Figure 1. Metal layers overlaid.
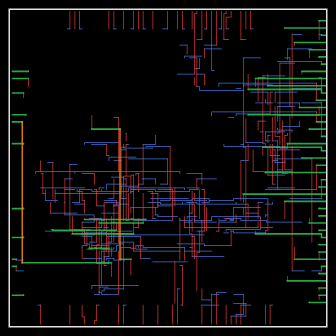
Figure 2. Track usage over the die.
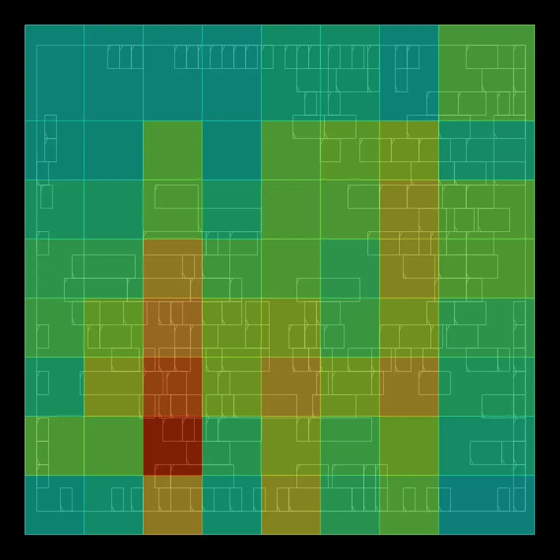
Figure 3. Selected gate families.
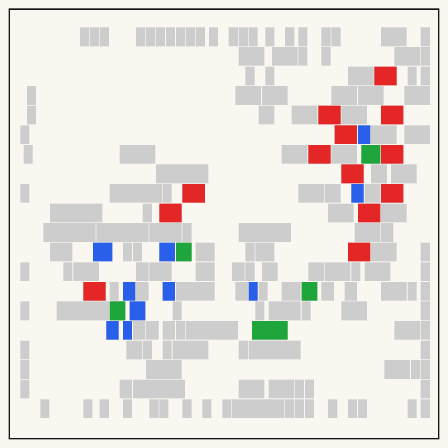
Figure 4. The metal 2 layer.
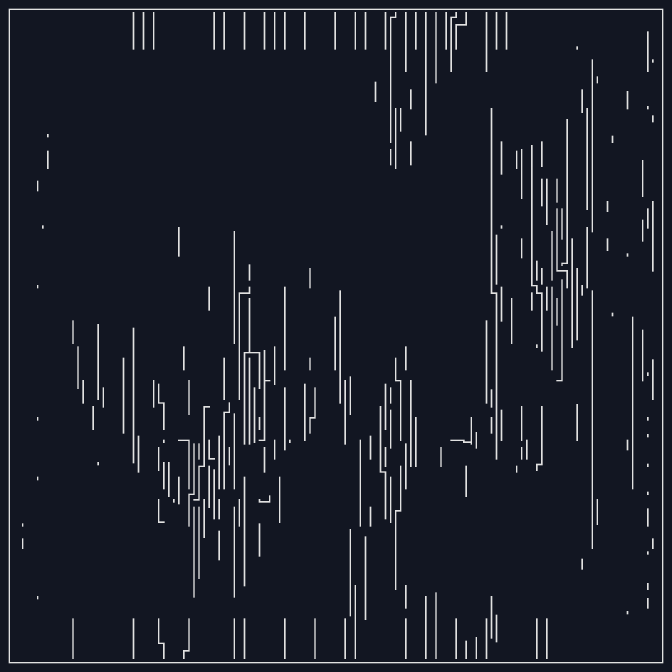
Figure 5. Placement density heat map.
The die is cut into 12 by 12 equal tiles; white is low, dark blue is high, 0 to 100% covered.
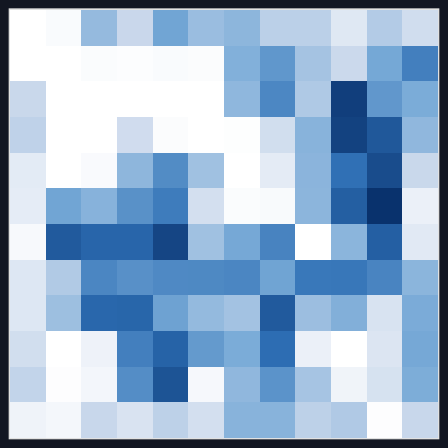
==> config.mk <==
export PLATFORM = sky130hd
export DESIGN_NAME = pipeline_hazard_unit
export DESIGN_NICKNAME = d
export VERILOG_FILES = /design/src/rtl/pipeline_hazard_unit_pkg.sv /design/src/rtl/hazard_fwd_cmp.sv /design/src/rtl/pipeline_hazard_unit.sv
export SDC_FILE = /design/constraint.sdc
export NUM_CORES = 1
export LEC_CHECK = 0
export CAP_MARGIN = 30
export CORE_UTILIZATION = 36
export CTS_BUF_LIST = sky130_fd_sc_hd__clkbuf_8 sky130_fd_sc_hd__clkbuf_16
export DETAILED_ROUTE_END_ITERATION = 16
export PLACE_DENSITY_LB_ADDON = 0.2
export SLEW_MARGIN = 0
export SYNTH_ARGS = -nofsm -noshare
export SYNTH_HDL_FRONTEND = slang
export SYNTH_SLANG_ARGS = --single-unit
export TNS_END_PERCENT = 100
==> constraint.sdc <==
create_clock -name clk -period 4 [get_ports clk]
set_input_delay 0.6 -clock clk [delete_from_list [all_inputs] [get_ports clk]]
set_output_delay 0.6 -clock clk [all_outputs]
set_load 0.005 [all_outputs]
==> reports/results.txt <==
grt ovf: 0
critical path start-end classification: in2out
RePlAce Congestion: 0.8017
Hold WC Path Type: reg2reg
max reg flops: 8
TritonCTS clock tree: done
dpl ws: 1.020 ns
WP data required: 3.40 ns
fin crit share: 0.7445
worst relative slew slack: 0.6170
CTS sink count: 11
core area: 0.003103 mm²
CP most frequent cell: clkdlybuf4s50_1
Syn Inst Count: 152
num rows: 20
initial antenna violation count: 0
largest net degree at the start of global routing: 11
Final Max Tran Viols: 0
YS warnings: 0
total power: 0.2986 mW
Die Wd: 59.49 µm
Critical Path, Cell by Cell: clkdlybuf4s50_1 -> or4_1 -> o21ai_0 -> nor4_1 -> clkdlybuf4s50_1
vias in the first global route: 675
chip area: 0.003539 mm²
#FFs+latches synth: 11
CTS clk-pin slew, worst paths: 0.05 ns
CTS H-tree depth: 1
Main area contributors: buf_4, dfxtp_1, xnor2_1
CP Depth: 5
syn avg cell area: 7.828 µm²
Mux area share: 0
Hold-fix buffers, CTS: 0
run status: finished, final reports clean
Async SR Flop Fraction: 0
## Picture notes: Figure 1
- M4: orange (wire length 51.0 µm)
- M2: red (wire length 909 µm)
- M3: green (wire length 287 µm)
- M1: blue (wire length 808 µm)
wire per inst: 9.009 µm
GRT Overall Usage: 0.1131
routed wire length: 2054 µm
via count: 903

## Picture notes: Figure 2
M3 GR Usage: 0.03493
M1 GR Usage: 0.1281
met2 Usage GRT: 0.1798

## Picture notes: Figure 3
- nand cells: blue (cells 10; most used nand3_1)
- xor and xnor cells: red (cells 13; most used xnor2_1)
- and/or cells: green (cells 5; most used and3_1)
logic share of the area: 0.5230
Finished Layout Cells: 228
dominant logic cell type in the layout: conb_1

## Picture notes: Figure 4
- longest straight run: 23.5 µm
- nets with wire on the layer: 187
- wire length on this layer: 909 µm
- share of all routed wire: 44%

## Picture notes: Figure 5
- emptiest ninth of the die: upper left
- mean over tiles: 36%
- nearly empty tiles: 15%
- fullest tile: 99%
- tiles over 75% full: 12%
Core Util, Final: 0.4302
fp_density: 0.3835

[kinds of logic after synthesis]
logic type	Yosys count
AND/OR/NAND/NOR	39
AND-OR/OR-AND	18
XOR/XNOR	13
adder cells (fa/ha/maj)	1
flip-flops	11
buffers and inverters	69
other	1
[cell type report]
class,count,area (µm²)
clock buffer,3,41.29
clock inverter,1,3.754
multi-input combinational,135,698.2
inverter,4,16.27
timing repair buffer,30,300.3
tap,44,55.05
sequential,11,220.2
fill,333,1768
[cells in the mapped netlist, drive strengths merged (2+ instances only)]
cell	n
nor4	2
nand4	2
nor2	16
a21oi	4
inv	3
nor2b	4
o21ai	6
dfxtp	11
xor2	4
nand3	5
and3	2
a211oi	4
nor3	2
xnor2	9
nand2	2
buf	65
[routing by layer]
metal | global-route usage | vias to the layer above | part of all wire
met1 | 0.1281 | 396 | 0.39
met3 | 0.03493 | 4 | 0.14
met2 | 0.1798 | 64 | 0.44
met5 | 0 | - | 0
met4 | 0.07973 | 0 | 0.025
li1 | - | 439 | -
[placed cells by master, fill, tap and decap left out, types with 3 or more instances in the layout]
cell type        netlist  layout
nand3_1                5       5
o21ai_1                4       4
xor2_1                 4       4
clkbuf_8               0       3
dfxtp_1               11      11
nor2_1                16      16
xnor2_1                9       9
clkdlybuf4s50_1        0      30
nor2b_1                4       4
conb_1                 1      64
a211oi_1               3       3
inv_1                  3       4
[worst reg2reg max path, stage by stage, from the launching register on]
cell     delay, ns
dfxtp_1       0.40
ha_1          0.18
and3_1        0.25
nand3_1       0.22
a21oi_2       0.30
nor2_1        0.08
[power breakdown]
part | switching [mW] | internal [mW]
Combinational | 0.0376 | 0.0372
Sequential | 0.00288 | 0.112
Clock | 0.0414 | 0.0673
Total | 0.0818 | 0.217
Power and IR drop assume default switching activity.
